<file path="config.mk">
export PLATFORM = sky130hd
export DESIGN_NAME = mem_bus_sequencer
export DESIGN_NICKNAME = d
export VERILOG_FILES = /design/src/rtl/mem_bus_sequencer.sv
export SDC_FILE = /design/constraint.sdc
export NUM_CORES = 1
export LEC_CHECK = 0
export CAP_MARGIN = 40
export CORE_MARGIN = 4
export CORE_UTILIZATION = 27
export CTS_BUF_LIST = sky130_fd_sc_hd__clkbuf_16
export CTS_CLUSTER_SIZE = 24
export DETAILED_ROUTE_END_ITERATION = 10
export PLACE_DENSITY = 0.89
export SLEW_MARGIN = 5
export SYNTH_ARGS = -nofsm -noshare
export SYNTH_HDL_FRONTEND = slang
export SYNTH_SLANG_ARGS = --single-unit
</file>
<file path="constraint.sdc">
create_clock -name clk -period 2.7 [get_ports clk]
set_input_delay 0.54 -clock clk [delete_from_list [all_inputs] [get_ports clk]]
set_output_delay 0.54 -clock clk [all_outputs]
set_load 0.01 [all_outputs]
</file>
<file path="src/rtl/mem_bus_sequencer.sv">
// Bus sequencer for the 3-stage fetch/execute/commit core: arbitrates the shared
// address/data bus, stretches each transaction by WAIT_CYCLES and drives the
// pipeline-register enables/clears. A registered HALTED state waits for resume.
module mem_bus_sequencer #(
  parameter int unsigned ADDR_W      = 10,
  parameter int unsigned DATA_W      = 6,
  parameter int unsigned WAIT_CYCLES = 0
) (
  input  logic              clk,
  input  logic              rst_n,
  input  logic [ADDR_W-1:0] pc,
  input  logic [ADDR_W-1:0] mem_address,
  input  logic [DATA_W-1:0] mem_write_data,
  input  logic              mem_store,
  input  logic              mem_load,
  input  logic              mem_store_commit,
  input  logic              store_upper,
  input  logic              is_branch_ex,
  input  logic              fetch_is_halt,
  input  logic              commit_is_halt,
  input  logic              resume,
  output logic              pc_enable,
  output logic              FE_reg_enable,
  output logic              FE_reg_clear,
  output logic              EC_reg_enable,
  output logic              EC_reg_clear,
  output logic              write_commit,
  output logic              mem_read_write,
  output logic [ADDR_W-1:0] mem_bus_out,
  output logic              halted,
  output logic              busy
);

  localparam int unsigned CntW = (WAIT_CYCLES > 0) ? $clog2(WAIT_CYCLES + 1) : 1;

  typedef enum logic [1:0] {StRun, StHold, StHalted} state_e;
  typedef enum logic [1:0] {KindStc, KindExm, KindFet} kind_e;

  state_e            state_q, state_d;
  kind_e             kind_q, kind_d;
  logic [CntW-1:0]   cnt_q, cnt_d;
  logic [ADDR_W-1:0] bus_q, bus_d;
  logic              rw_q, rw_d;

  kind_e             live_kind;
  logic [ADDR_W-1:0] live_bus;
  logic              live_rw;
  logic              live_branch;

  // Decode the request the RUN state would serve this cycle (halt handled separately).
  always_comb begin
    live_kind   = KindFet;
    live_bus    = pc;
    live_rw     = 1'b1;
    live_branch = 1'b0;
    if (mem_store_commit) begin
      live_kind            = KindStc;
      live_bus             = '0;
      live_bus[DATA_W-1:0] = mem_write_data;
      live_bus[DATA_W]     = store_upper;
      live_rw              = 1'b0;
    end else if (mem_store || mem_load) begin
      live_kind = KindExm;
      live_bus  = mem_address;
      live_rw   = ~mem_store;
    end else if (is_branch_ex) begin
      live_branch = 1'b1;
      live_bus    = '0;
    end
  end

  // State register; reset aborts any transaction in flight.
  always_ff @(posedge clk or negedge rst_n) begin
    if (!rst_n) begin
      state_q <= StRun;
      kind_q  <= KindFet;
      cnt_q   <= '0;
      bus_q   <= '0;
      rw_q    <= 1'b0;
    end else begin
      state_q <= state_d;
      kind_q  <= kind_d;
      cnt_q   <= cnt_d;
      bus_q   <= bus_d;
      rw_q    <= rw_d;
    end
  end

  // Next-state and output decode.
  always_comb begin
    logic  fin;
    kind_e fin_kind;

    state_d        = state_q;
    kind_d         = kind_q;
    cnt_d          = cnt_q;
    bus_d          = bus_q;
    rw_d           = rw_q;
    pc_enable      = 1'b0;
    FE_reg_enable  = 1'b0;
    FE_reg_clear   = 1'b0;
    EC_reg_enable  = 1'b0;
    EC_reg_clear   = 1'b0;
    write_commit   = 1'b0;
    mem_read_write = 1'b1;
    mem_bus_out    = '0;
    halted         = 1'b0;
    busy           = 1'b0;
    fin            = 1'b0;
    fin_kind       = live_kind;

    unique case (state_q)
      StRun: begin
        if (commit_is_halt) begin
          write_commit = 1'b1;
          state_d      = StHalted;
        end else if (live_branch) begin
          FE_reg_clear  = 1'b1;
          EC_reg_enable = 1'b1;
        end else begin
          mem_bus_out    = live_bus;
          mem_read_write = live_rw;
          if (WAIT_CYCLES == 0) begin
            fin = 1'b1;
          end else begin
            kind_d  = live_kind;
            bus_d   = live_bus;
            rw_d    = live_rw;
            cnt_d   = CntW'(WAIT_CYCLES);
            state_d = StHold;
          end
        end
      end
      StHold: begin
        busy           = 1'b1;
        mem_bus_out    = bus_q;
        mem_read_write = rw_q;
        fin_kind       = kind_q;
        if (cnt_q == CntW'(1)) begin
          fin     = 1'b1;
          state_d = StRun;
        end else begin
          cnt_d = cnt_q - CntW'(1);
        end
      end
      StHalted: begin
        halted       = 1'b1;
        write_commit = 1'b1;
        if (resume) state_d = StRun;
      end
      default: state_d = StRun;
    endcase

    // Completion strobes for the last cycle of a bus transaction.
    if (fin) begin
      unique case (fin_kind)
        KindStc: begin
          write_commit = 1'b1;
          EC_reg_clear = 1'b1;
        end
        KindExm: begin
          FE_reg_clear  = 1'b1;
          EC_reg_enable = 1'b1;
        end
        default: begin
          FE_reg_enable = 1'b1;
          EC_reg_enable = 1'b1;
          pc_enable     = ~fetch_is_halt;
        end
      endcase
    end

    // Outputs go quiet for as long as reset is held, not just from the next edge.
    if (!rst_n) begin
      pc_enable      = 1'b0;
      FE_reg_enable  = 1'b0;
      FE_reg_clear   = 1'b0;
      EC_reg_enable  = 1'b0;
      EC_reg_clear   = 1'b0;
      write_commit   = 1'b0;
      mem_read_write = 1'b1;
      mem_bus_out    = '0;
      halted         = 1'b0;
      busy           = 1'b0;
    end
  end

endmodule

</file>
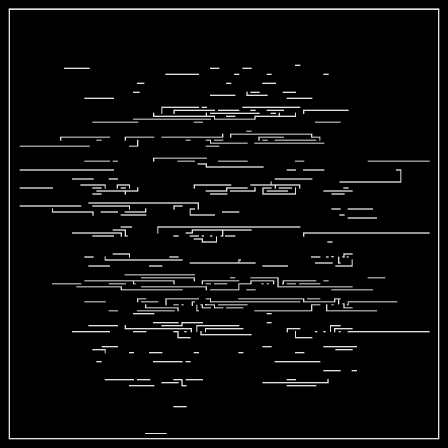
run_1/layer_met1.png
The wires run mostly horizontal. 131 nets have wire on it. The longest straight run is 16.1 um.

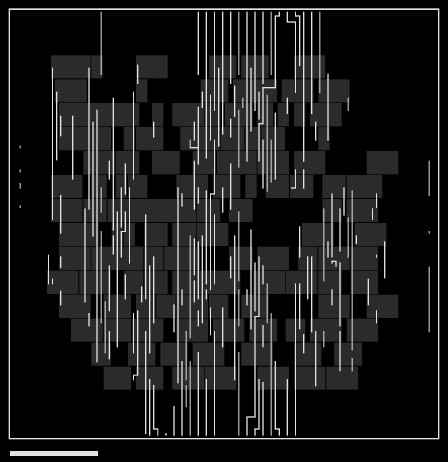
run_1/layer_met2.png
Bar = 10 um. Cells faint in the background.
The longest straight run is 28.6 um. 135 nets have wire on it.
detailed-route via count: 650
met2 Track Usage GR: 28.3%
routed wire length: 1800 um

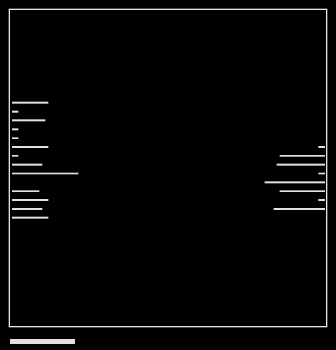
run_1/layer_met3.png
Bar = 10 um.
21 nets have wire on it. The longest straight run is 9.90 um. The wires run mostly horizontal.
GR Layer Usage met3: 1.23%

## run 1: power groups by stage
stage / Combinational (mW) / Clock, mW / Sequential [mW]
2_1_floorplan: 0.0507 / 0 / 0.0217
3_3_place_gp: 0.133 / 0 / 0.0223
3_5_place_dp: 0.135 / 0 / 0.0225
4_1_cts: 0.135 / 0 / 0.0225
5_1_grt: 0.146 / 0 / 0.0232
6_report: 0.135 / 0 / 0.0227
## run 1: logic make-up (layout without fill, tap and decap cells)
family	count (synthesis)	after routing
and+or+nand+nor	34	34
AOI/OAI and AO/OA	13	13
buffers and inverters	6	66
other	1	1
DFF	1	1
## run 1: cells in the mapped netlist
library cell | n | share of area (%)
sky130_fd_sc_hd__nor3_4 | 1 | 3.7
sky130_fd_sc_hd__and2_1 | 1 | 1.4
sky130_fd_sc_hd__nor2b_1 | 8 | 11
sky130_fd_sc_hd__o211ai_1 | 1 | 1.7
sky130_fd_sc_hd__nor4_2 | 1 | 2.8
sky130_fd_sc_hd__conb_1 | 1 | 0.84
sky130_fd_sc_hd__nor4_4 | 1 | 4.8
sky130_fd_sc_hd__a21oi_1 | 4 | 4.5
sky130_fd_sc_hd__a2111oi_4 | 1 | 6.2
sky130_fd_sc_hd__dfrtp_1 | 1 | 5.6
sky130_fd_sc_hd__inv_1 | 2 | 1.7
sky130_fd_sc_hd__nand2_2 | 1 | 1.4
sky130_fd_sc_hd__nor3_1 | 1 | 1.1
sky130_fd_sc_hd__and2b_1 | 1 | 1.7
sky130_fd_sc_hd__nor2_1 | 5 | 4.2
sky130_fd_sc_hd__and3_1 | 1 | 1.4
sky130_fd_sc_hd__nor3_2 | 1 | 2.2
sky130_fd_sc_hd__buf_6 | 2 | 5.1
sky130_fd_sc_hd__nand2_1 | 3 | 2.5
sky130_fd_sc_hd__or2_4 | 1 | 2.0
sky130_fd_sc_hd__buf_4 | 2 | 3.4
sky130_fd_sc_hd__and2b_2 | 5 | 9.8
sky130_fd_sc_hd__a222oi_1 | 7 | 16
sky130_fd_sc_hd__nand3b_1 | 3 | 5.1
## run 1: routing by layer
layer / share of wire [%] / vias to the layer above
li1: - / 328
met1: 39 / 301
met2: 56 / 21
met3: 5.0 / 0
met4: 0 / 0
met5: 0 / -
## run 1: per-stage QoR
stage               hold WS, ps  utilization, %
floorplan                   244               -
global placement            608            66.8
detailed placement          629            66.8
CTS                         629            67.0
global route                664            68.0
finish                      629            68.0
## run 1: critical path: cells and delay by family
kind | cells | cell delay, ps
buf+inv | 5 | 1080
simple gates | 1 | 110
compound gates | 1 | 250
## run 1: area by class of cell
cell class,instances,area (sq um)
sequential,1,25.0
multi-input combinational,48,375
inverter,2,7.51
tap,16,20.0
timing repair buffer,64,608
fill,146,488
## run 1: worst max path at each step
stage / from / endpoint / slack [ps]
3_3_place_gp: mem_store_commit / mem_bus_out[1] / -210
6_report: rst_n / mem_bus_out[6] / 180
5_1_grt: rst_n / mem_bus_out[6] / 80
3_5_place_dp: mem_store_commit / mem_bus_out[1] / -240
4_1_cts: rst_n / mem_bus_out[6] / 10
2_1_floorplan: mem_store_commit / pc_enable / 720
==> reports/summary.txt, run 1 <==
Placed standard-cell area: 1020 sq um
Number of nets at the end of the flow: 153
Hold Vio Cnt, Final: 0
Internal cell power: 105 uW
Initial standard-cell utilization of the core: 29.2%
Critical-path maximum fanout: 4
YS warnings: 0
CTS Hold Bufs: 0
Number of cells upsized or downsized after cts: 18
Antenna violations before repair: 0
Clock share of power: 0%
Status: finished clean
Floorplan die height: 48.6 um
Max_cap viols: 0
Ratio of cells with drive above 1 in the final layout: 20.9%
Number of standard-cell rows in the floorplan: 14
Global route overflow: 0
Max Freq: 397 MHz
First-pass GRT wire length: 2880 um
Adders+Majority by Area: 0%
Registers, synthesis: 1
Shortest period the worst path allows: 2520 ps
Kind of launch point of the worst setup path: input port
Floorplan Core Area: 1520 sq um
Area of all placed cells without fillers: 1040 sq um
Tally of buffers added on design ports: 53
Fraction of the mapped netlist area in compound gates: 28.1%
Syn-to-layout area delta: 133%
Setup slack, reg-to-reg: 1850 ps
Top Registers: state_q (1)
Minimum setup slack after placement: -244 ps
Reg2reg path depth: 2
Clock Latency Late Sink: 0 ps
Highest-utilization routing layer at the global route stage: met2
M1 GR Usage: 16.0%
Arrival time of data at the critical path endpoint: 1980 ps
Fraction of the cycle the final worst path needs: 93.3%
Top logic cell by instance count in the layout: sky130_fd_sc_hd__clkdlybuf4s50_1
Placer's final routability congestion estimate: 0.784
Number of max-slew violations in the final report: 0
Share of synthesized area spent on multiplexers: 0%
Final worst slack: 181 ps
Vias in the first global route: 668
Cells after DPL: 128
Library cell appearing most often on the critical path: sky130_fd_sc_hd__buf_4
Power share of the sequential group: 14.4%
Critical R2R Capture: state_q[1]$_DFFE_PN0P_
Number of diodes: 0
Clock skew after layout: 0 ps
Detailed-route DRC error count: 0
Post-Synth Simple-Gate Area: 55.3%
RSZ-0062 raised after global routing: no
Cell Chain, Critical Path: clkdlybuf4s50_1 -> inv_1 -> a2111oi_4 -> buf_4 -> buf_4 -> nor2b_1 -> clkdlybuf4s15_2
Worst reg2reg path startpoint: state_q[1]$_DFFE_PN0P_
Tool warning count: 29
Combinational power share: 85.6%
Chip area from the yosys synthesis statistics: 445 sq um
Worst min-delay path category: reg -> reg
Power density over the cells: 152 nW/um^2
Master of the slowest instance on the critical path: sky130_fd_sc_hd__clkdlybuf4s50_1
Worst Hold Depth: 1
Drt via density: 4.96
Per-cell routed wire length: 13.7 um
Number of endpoints failing setup at the final stage: 0
Total routing resource utilization after global routing: 13.9%
Distinct lib cells: 24
Switching power: 53.2 uW
Hold Crit Endpoint: state_q[1]$_DFFE_PN0P_
Crit path required time: 2160 ps
Net count after synthesis: 91
I/O pin count: 55
Largest Register: state_q
1st-iter DRT viols: 31
Leakage power summed over all cells: 0.484 nW
Final cell count without fillers: 131
Worst voltage drop across the vdd grid: 130 uV
Most used cells in the layout excluding fill and tap cells: sky130_fd_sc_hd__clkdlybuf4s50_1, sky130_fd_sc_hd__dlygate4sd2_1, sky130_fd_sc_hd__buf_4
Pin count of the biggest net entering global routing: 12
Worst setup path category: in -> out
Crit path largest cell delay: 490 ps
Cell area after synthesis: 445 sq um
Mean area per synthesized cell: 8.10 sq um
Dominant combinational cell family by area after synthesis: simple AND/OR/NAND/NOR gates
HP Start: state_q[1]$_DFFE_PN0P_
run_1/congestion.png
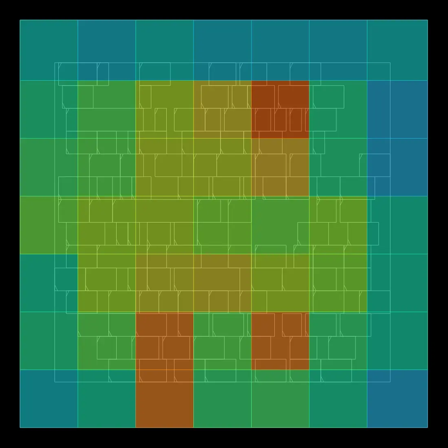

==> run 1 -> run 2 <==
--- a/config.mk
+++ b/config.mk
@@ -11,7 +11,7 @@
 export CTS_BUF_LIST = sky130_fd_sc_hd__clkbuf_16
 export CTS_CLUSTER_SIZE = 24
 export DETAILED_ROUTE_END_ITERATION = 10
-export PLACE_DENSITY = 0.89
+export PLACE_DENSITY = 0.82
 export SLEW_MARGIN = 5
 export SYNTH_ARGS = -nofsm -noshare
 export SYNTH_HDL_FRONTEND = slang
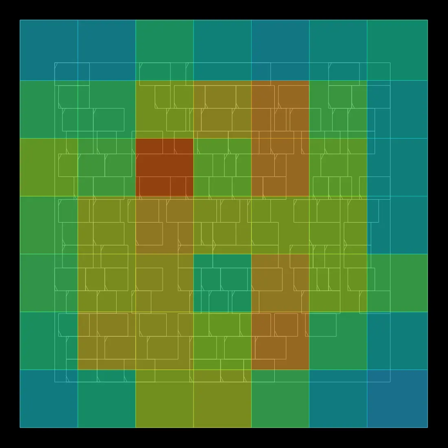
run_2/congestion.png
per-cell routed wire length: 13.8 um
met2 Track Usage GR: 33.5%
M1 GR Usage: 13.8%

==> reports/summary.txt, run 2 <==
Adders+Majority by Area: 0% (unchanged)
Worst voltage drop across the vdd grid: 99.5 uV (was 130 uV)
Cell area after synthesis: 445 sq um (unchanged)
Clock skew after layout: 0 ps (unchanged)
Minimum setup slack after placement: -256 ps (was -244 ps)
Registers, synthesis: 1 (unchanged)
Area share of xor/xnor cells in the synthesized design: 0% (unchanged)
Most area-hungry cell type in the Yosys netlist: sky130_fd_sc_hd__a222oi_1 (unchanged)
Chip area from the yosys synthesis statistics: 445 sq um (unchanged)
Arrival time of data at the critical path endpoint: 2040 ps (was 1980 ps)
Status: finished clean (unchanged)
Vias in the first global route: 687 (was 668)
Final worst slack: 121 ps (was 181 ps)
Die Outline Area: 2360 sq um (unchanged)
Chip Width: 48.6 um (unchanged)
Largest Register: state_q (unchanged)
Setup crit end kind: primary output (unchanged)
Crit path required time: 2160 ps (about the same)
Hold Vio Cnt, Final: 0 (unchanged)
Number of diodes: 0 (unchanged)
Area share of the leading cell type in the synthesized netlist: 15.7% (unchanged)
Post-synth EDFFs: 0 (unchanged)
Tally of buffers added on design ports: 53 (unchanged)
Number of max-slew violations in the final report: 0 (unchanged)
I/O pin count: 55 (unchanged)
Global route overflow: 0 (unchanged)
HPWL after detailed placement: 1650 um (was 1490 um)
Max_cap viols: 0 (unchanged)
1st-pass router iterations: 5 (was 7)
Power density over the cells: 151 nW/um^2 (was 152 nW/um^2)
Initial standard-cell utilization of the core: 29.2% (unchanged)
Top logic cell by instance count in the layout: sky130_fd_sc_hd__clkdlybuf4s50_1 (unchanged)
Floorplan die height: 48.6 um (unchanged)
1st-iter DRT viols: 28 (was 31)
Shortest period the worst path allows: 2580 ps (was 2520 ps)
Clock Latency Late Sink: 0 ps (about the same)
Instance tally after logic synthesis: 55 (unchanged)
Cell count listed in synth_stat.txt: 55 (unchanged)
Share of synthesized area occupied by flip-flops and latches: 5.62% (unchanged)
Detailed-routing wirelength on met1: 597 um (was 702 um)
Max Freq: 388 MHz (was 397 MHz)
Layout filler cell count: 138 (was 146)
Detailed-route via count: 671 (was 650)
Top metal layer carrying routed signals: met3 (unchanged)
Master of the slowest instance on the critical path: sky130_fd_sc_hd__clkdlybuf4s50_1 (unchanged)
Most used cells in the layout excluding fill and tap cells: sky130_fd_sc_hd__clkdlybuf4s50_1, sky130_fd_sc_hd__dlygate4sd2_1, sky130_fd_sc_hd__buf_4 (unchanged)
Number of nets at the end of the flow: 155 (was 153)
Cell Chain, Critical Path: clkdlybuf4s50_1 -> inv_1 -> a2111oi_4 -> buf_4 -> nor2b_1 -> dlygate4sd2_1 (was clkdlybuf4s50_1 -> inv_1 -> a2111oi_4 -> buf_4 -> buf_4 -> nor2b_1 -> clkdlybuf4s15_2)
Largest cells by area after synthesis: sky130_fd_sc_hd__a222oi_1, sky130_fd_sc_hd__nor2b_1, sky130_fd_sc_hd__and2b_2 (unchanged)
Distinct lib cells: 24 (unchanged)
Floorplan Core Area: 1520 sq um (unchanged)
Total routing resource utilization after global routing: 14.9% (was 13.9%)
Kind of launch point of the worst setup path: input port (unchanged)
Post-Synth Simple-Gate Area: 55.3% (unchanged)
Detailed-route DRC error count: 0 (unchanged)
Cell family with most CP delay: buffers and inverters (unchanged)
Commonest flop: sky130_fd_sc_hd__dfrtp_1 (unchanged)
Cell with the most instances after synthesis: sky130_fd_sc_hd__nor2b_1 (unchanged)
Routed wire length: 1840 um (was 1800 um)
Worst setup path category: in -> out (unchanged)
Final cell count without fillers: 133 (was 131)
Crit path buf inv count: 4 (was 5)
Leakage power summed over all cells: 0.500 nW (was 0.484 nW)
Ratio of cells with drive above 1 in the final layout: 22.2% (was 20.9%)
Tool warning count: 29 (unchanged)
Post-synthesis async set-or-reset flop share: 100% (unchanged)
Crit path largest cell delay: 480 ps (was 490 ps)
Share of synthesized area spent on multiplexers: 0% (unchanged)
Area taken by flip-flops and latches: 25.0 sq um (unchanged)
Final core area utilization: 69.2% (was 68.0%)
Critical-path maximum fanout: 7 (was 4)
Cells after DPL: 131 (was 128)
Number of endpoints failing setup at the final stage: 0 (unchanged)
RSZ-0062 raised after global routing: no (unchanged)
Drt via density: 5.05 (was 4.96)
Top Registers: state_q (1) (unchanged)
YS warnings: 0 (unchanged)
Number of routed nets with antenna violations: 0 (unchanged)
Clock slew at reported path FFs: 0 ps (about the same)
Combinational gate area: 375 sq um (unchanged)
Fraction of the cycle the final worst path needs: 95.5% (was 93.3%)
Placer's final routability congestion estimate: 0.661 (was 0.784)
Syn-to-layout area delta: 137% (was 133%)
Worst min-delay path category: reg -> reg (unchanged)
Antenna violations before repair: 0 (unchanged)
Number of flip-flops under the largest register name: 1 (unchanged)
Fraction of the mapped netlist area in compound gates: 28.1% (unchanged)
Pin count of the biggest net entering global routing: 15 (was 12)
Number of standard-cell rows in the floorplan: 14 (unchanged)
Dominant combinational cell family by area after synthesis: simple AND/OR/NAND/NOR gates (unchanged)
Met2 wirelength from detailed routing: 1070 um (was 1010 um)
Mean area per synthesized cell: 8.10 sq um (unchanged)
Net count after synthesis: 91 (unchanged)
First-pass GRT wire length: 3010 um (was 2880 um)
Most frequent cells after synthesis: sky130_fd_sc_hd__nor2b_1, sky130_fd_sc_hd__a222oi_1, sky130_fd_sc_hd__and2b_2, sky130_fd_sc_hd__nor2_1, sky130_fd_sc_hd__a21oi_1 (unchanged)
DR WL met3: 172 um (was 90 um)
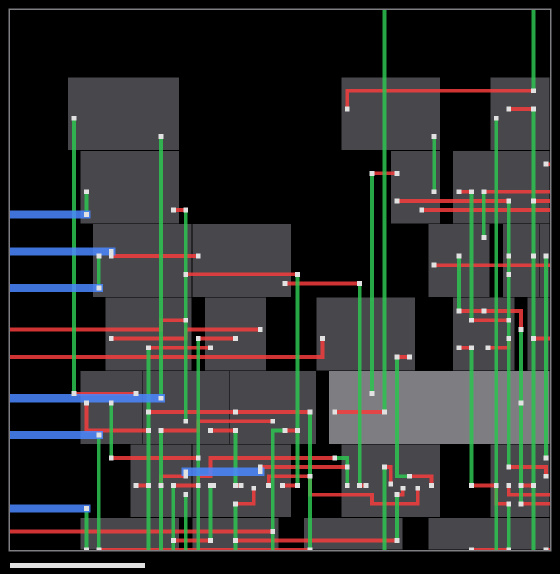
run_2/detail.png
Bar = 5 um. Window x 2 to 22, y 26 to 46 um. Cells in grey, sequential cells in the stronger grey; small squares are vias.
Key: blue = metal 3; green = metal 2; red = metal 1
Netlist names of flops here include state_q (1). Most frequent: clkdlybuf4s50_1 (6), nor2b_1 (3). Sequential cells in the window: 1. 21 logic cells have their middle in the window.

==> run 2: cell types whose count changed in the layout (fill, tap and decap cells not counted), sizes merged <==
| cell | before | now |
|---|---|---|
| buf | 11 | 13 |
| dlymetal6s2s | 3 | 4 |
| dlygate4sd2 | 14 | 13 |
==> run 2: final cells by class <==
cell class	count	area share (%)
inverters	2	0.712
well taps	16	1.90
repair buffers	66	59.4
flip-flops and latches	1	2.37
multi-input cells	48	35.6
==> run 2: path summary, 6_finish.rpt <==
check | start | cells past startpoint | endpoint | slack (ps)
worst max-delay path | rst_n | 6 | mem_bus_out[3] | 120
worst min-delay path | state_q[1]$_DFFE_PN0P_ | 1 | state_q[1]$_DFFE_PN0P_ | 630
worst max register to register | state_q[1]$_DFFE_PN0P_ | 2 | state_q[1]$_DFFE_PN0P_ | 1860
worst min register to register | state_q[1]$_DFFE_PN0P_ | 1 | state_q[1]$_DFFE_PN0P_ | 630
max in group asynchronous | rst_n | 2 | state_q[1]$_DFFE_PN0P_ | 1750
min in group asynchronous | rst_n | 2 | state_q[1]$_DFFE_PN0P_ | 850
==> run 2: per-stage QoR <==
stage          cell area [sq um]  hold WS, ps  TNS [ps]  power [mW]
2_1_floorplan                445          244         0      0.0724
3_3_place_gp                1040          604     -1970       0.158
3_5_place_dp                1040          625     -2240       0.162
4_1_cts                     1040          625         0       0.161
5_1_grt                     1050          644         0       0.169
6_report                    1050          626         0       0.159
==> run 2: metal layers <==
metal	vias to the layer above	GRT usage [%]
met2	36	33.5
met3	0	2.76
li1	330	-
met4	0	0
met5	-	0
met1	305	13.8
==> run 2: worst reg2reg max path, delay by kind of cell, from the launching register on <==
| family | cells | cell delay (ps) |
|---|---|---|
| DFF | 1 | 440 |
| AOI/OAI and AO/OA | 1 | 70 |
| and+or+nand+nor | 1 | 200 |
==> run 2: cell families after synthesis <==
kind of cell    count (synthesis)
flops                           1
other cells                     1
compound gates                 13
buf+inv                         6
simple gates                   34
==> run 2: what timing repair did <==
| item | 4_1_cts | 5_1_grt |
|---|---|---|
| setup endpoints to repair | 14 | 8 |
| hold buffers | 0 | 0 |
| endpoints found under the hold margin | 0 | 0 |
| gates resized | 17 | 4 |
| setup buffers | 2 | 0 |
| pin swaps | 1 | 1 |
==> run 2: where the power goes <==
part / internal (mW) / switching, mW / leakage (nW)
sequential: 0.0175 / 0.00508 / 0.0113
combinational: 0.0887 / 0.0477 / 0.489
clock: 0 / 0 / 0
total: 0.106 / 0.0528 / 0.500
run_2/layer_met2.png
Bar = 10 um. Cells faint in the background.
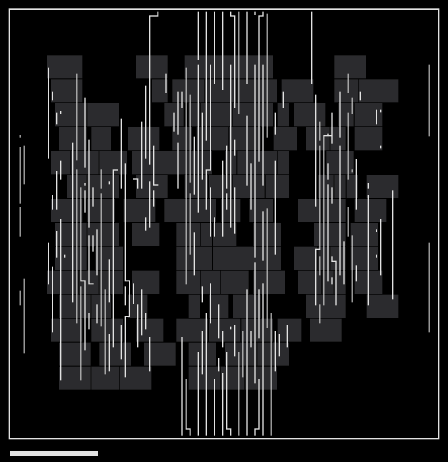

==> run 2 -> run 3 <==
--- a/config.mk
+++ b/config.mk
@@ -12,6 +12,7 @@
 export CTS_CLUSTER_SIZE = 24
 export DETAILED_ROUTE_END_ITERATION = 10
 export PLACE_DENSITY = 0.82
+export SKIP_LAST_GASP = 1
 export SLEW_MARGIN = 5
 export SYNTH_ARGS = -nofsm -noshare
 export SYNTH_HDL_FRONTEND = slang
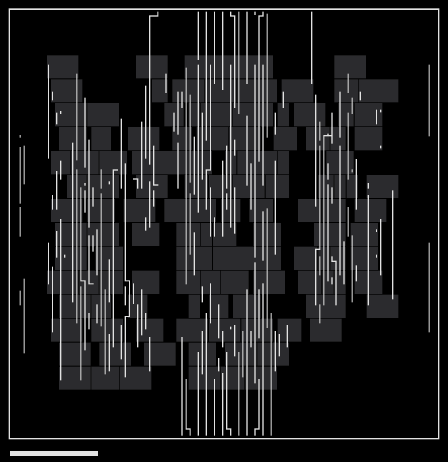
run_3/layer_met2.png
Bar = 10 um. Cells faint in the background.
138 nets have wire on it. The layer carries 1,070 um of wire.
routed wire length: 1840 um
detailed-route via count: 671

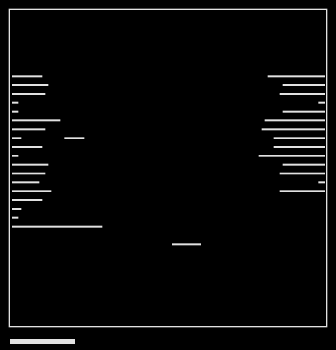
run_3/layer_met3.png
Bar = 10 um.
The longest straight run is 13.6 um. The layer holds 9.4% of the routed length.

==> reports/summary.txt, run 3 <==
Number of routed nets with antenna violations: 0 (unchanged)
Largest cells by area after synthesis: sky130_fd_sc_hd__a222oi_1, sky130_fd_sc_hd__nor2b_1, sky130_fd_sc_hd__and2b_2 (unchanged)
I/O pin count: 55 (unchanged)
YS warnings: 0 (unchanged)
Most area-hungry cell type in the Yosys netlist: sky130_fd_sc_hd__a222oi_1 (unchanged)
Cell Chain, Critical Path: clkdlybuf4s50_1 -> inv_1 -> a2111oi_4 -> buf_4 -> nor2b_1 -> dlygate4sd2_1 (unchanged)
Placed standard-cell area: 1040 sq um (unchanged)
CTS Hold Bufs: 0 (unchanged)
Antenna violations before repair: 0 (unchanged)
Arrival time of data at the critical path endpoint: 2040 ps (about the same)
Leakage power summed over all cells: 0.501 nW (was 0.500 nW)
Registers, synthesis: 1 (unchanged)
Number of standard-cell rows in the floorplan: 14 (unchanged)
Number of flip-flops under the largest register name: 1 (unchanged)
Initial standard-cell utilization of the core: 29.2% (unchanged)
Final core area utilization: 69.1% (was 69.2%)
Kind of launch point of the worst setup path: input port (unchanged)
Final worst slack: 121 ps (unchanged)
Worst voltage drop across the vdd grid: 99.5 uV (about the same)
Total routing resource utilization after global routing: 14.9% (unchanged)
Area of all placed cells without fillers: 1050 sq um (about the same)
Tally of buffers added on design ports: 53 (unchanged)
Minimum setup slack after placement: -256 ps (unchanged)
Clock skew after layout: 0 ps (unchanged)
Overall power consumption: 159 uW (about the same)
Combinational gate area: 375 sq um (unchanged)
Top Registers: state_q (1) (unchanged)
Cell area after synthesis: 445 sq um (unchanged)
Detailed-route DRC error count: 0 (unchanged)
Fraction of the cycle the final worst path needs: 95.5% (unchanged)
Clock slew at reported path FFs: 0 ps (about the same)
Master of the slowest instance on the critical path: sky130_fd_sc_hd__clkdlybuf4s50_1 (unchanged)
Ratio of cells with drive above 1 in the final layout: 21.4% (was 22.2%)
Chip area from the yosys synthesis statistics: 445 sq um (unchanged)
Worst min-delay path category: reg -> reg (unchanged)
Area share of the leading cell type in the synthesized netlist: 15.7% (unchanged)
Die Outline Area: 2360 sq um (unchanged)
Setup total negative slack: 0 ps (unchanged)
Setup slack, reg-to-reg: 1860 ps (about the same)
Number of nets at the end of the flow: 155 (unchanged)
Shortest period the worst path allows: 2580 ps (unchanged)
Most frequent cells after synthesis: sky130_fd_sc_hd__nor2b_1, sky130_fd_sc_hd__a222oi_1, sky130_fd_sc_hd__and2b_2, sky130_fd_sc_hd__nor2_1, sky130_fd_sc_hd__a21oi_1 (unchanged)
Status: finished clean (unchanged)
Instance tally after logic synthesis: 55 (unchanged)
Hold Vio Cnt, Final: 0 (unchanged)
Area taken by flip-flops and latches: 25.0 sq um (unchanged)
Post-synthesis async set-or-reset flop share: 100% (unchanged)
RSZ-0062 raised after global routing: no (unchanged)
Power density over the cells: 151 nW/um^2 (about the same)
Layout filler cell count: 138 (unchanged)
Drt via density: 5.05 (unchanged)
Share of synthesized area occupied by flip-flops and latches: 5.62% (unchanged)
1st-iter DRT viols: 28 (unchanged)
Most used cells in the layout excluding fill and tap cells: sky130_fd_sc_hd__clkdlybuf4s50_1, sky130_fd_sc_hd__dlygate4sd2_1, sky130_fd_sc_hd__buf_4 (unchanged)
Tool warning count: 30 (was 29)
Number of endpoints failing setup at the final stage: 0 (unchanged)
Placer's final routability congestion estimate: 0.661 (unchanged)
Max_cap viols: 0 (unchanged)
Top logic cell by instance count in the layout: sky130_fd_sc_hd__clkdlybuf4s50_1 (unchanged)
First-pass GRT wire length: 3010 um (unchanged)
Number of diodes: 0 (unchanged)
Pin count of the biggest net entering global routing: 15 (unchanged)
Number of max-slew violations in the final report: 0 (unchanged)
Crit path largest cell delay: 480 ps (about the same)
Global route overflow: 0 (unchanged)
1st-pass router iterations: 5 (unchanged)
Commonest flop: sky130_fd_sc_hd__dfrtp_1 (unchanged)
Clock Latency Late Sink: 0 ps (about the same)
Worst setup path category: in -> out (unchanged)
Cell count listed in synth_stat.txt: 55 (unchanged)
Cell family with most CP delay: buffers and inverters (unchanged)
HPWL after detailed placement: 1650 um (unchanged)
Critical-path maximum fanout: 7 (unchanged)
Floorplan die height: 48.6 um (unchanged)
Chip Width: 48.6 um (unchanged)
Vias in the first global route: 687 (unchanged)
Mean area per synthesized cell: 8.10 sq um (unchanged)
Setup crit end kind: primary output (unchanged)
Cell with the most instances after synthesis: sky130_fd_sc_hd__nor2b_1 (unchanged)
Floorplan Core Area: 1520 sq um (unchanged)
Max Freq: 388 MHz (unchanged)
Distinct lib cells: 24 (unchanged)
Net count after synthesis: 91 (unchanged)
Post-synth EDFFs: 0 (unchanged)
Syn-to-layout area delta: 137% (about the same)
Crit path required time: 2160 ps (about the same)
Largest Register: state_q (unchanged)
Per-cell routed wire length: 13.8 um (about the same)
Crit path buf inv count: 4 (unchanged)
[run 3: area by class of cell]
cell class,count,share of cell area (%)
Multi-Input combinational cell,48,35.6
Sequential cell,1,2.38
Timing Repair Buffer,66,59.4
Inverter,2,0.713
Tap cell,16,1.90
[run 3: report_power, final]
part,internal (mW),switching [mW]
clock network,0,0
registers,0.0175,0.00508
logic,0.0886,0.0477
total,0.106,0.0528
[run 3: per-stage QoR]
stage	std cells	hold slack [ps]
2_1_floorplan	55	244
3_3_place_gp	131	604
3_5_place_dp	131	625
4_1_cts	133	625
5_1_grt	133	644
6_report	133	626
[run 3: repair_timing]
item	4_1_cts	5_1_grt
hold endpoints to repair	0	0
buffers inserted	2	0
gates resized	15	5
endpoints found under the setup margin	14	8
pin swaps	1	1
gates cloned	0	0
[run 3: path summary, 6_finish.rpt]
path                                         from                endpoint  cells after the start
max                                         rst_n          mem_bus_out[3]                      6
min                        state_q[1]$_DFFE_PN0P_  state_q[1]$_DFFE_PN0P_                      1
max reg2reg                state_q[1]$_DFFE_PN0P_  state_q[1]$_DFFE_PN0P_                      2
min reg2reg                state_q[1]$_DFFE_PN0P_  state_q[1]$_DFFE_PN0P_                      1
max in group asynchronous                   rst_n  state_q[1]$_DFFE_PN0P_                      2
min in group asynchronous                   rst_n  state_q[1]$_DFFE_PN0P_                      2
[run 3: cells by family after synthesis]
family                 Yosys count  share of synthesized area (%)
AND/OR/NAND/NOR                 34                           55.3
AND-OR/OR-AND                   13                           28.1
buffers and inverters            6                           10.1
flip-flops                       1                           5.62
other                            1                          0.842
[run 3: per-layer routing]
metal / wire length, um / vias up / track usage (%) / share of wire [%]
met5: 0 / - / 0 / 0
met4: 0 / 0 / 0 / 0
met3: 172 / 0 / 2.76 / 9.4
met2: 1070 / 36 / 33.5 / 58
met1: 597 / 305 / 13.8 / 32
li1: - / 330 / - / -
[run 3: worst register-to-register path, delay by kind of cell, from the launching register on]
kind / cells / cell delay [ps]
AND-OR/OR-AND: 1 / 70
flip-flops: 1 / 440
AND/OR/NAND/NOR: 1 / 200
No activity file was given, so power comes from the tool's default toggle rates.
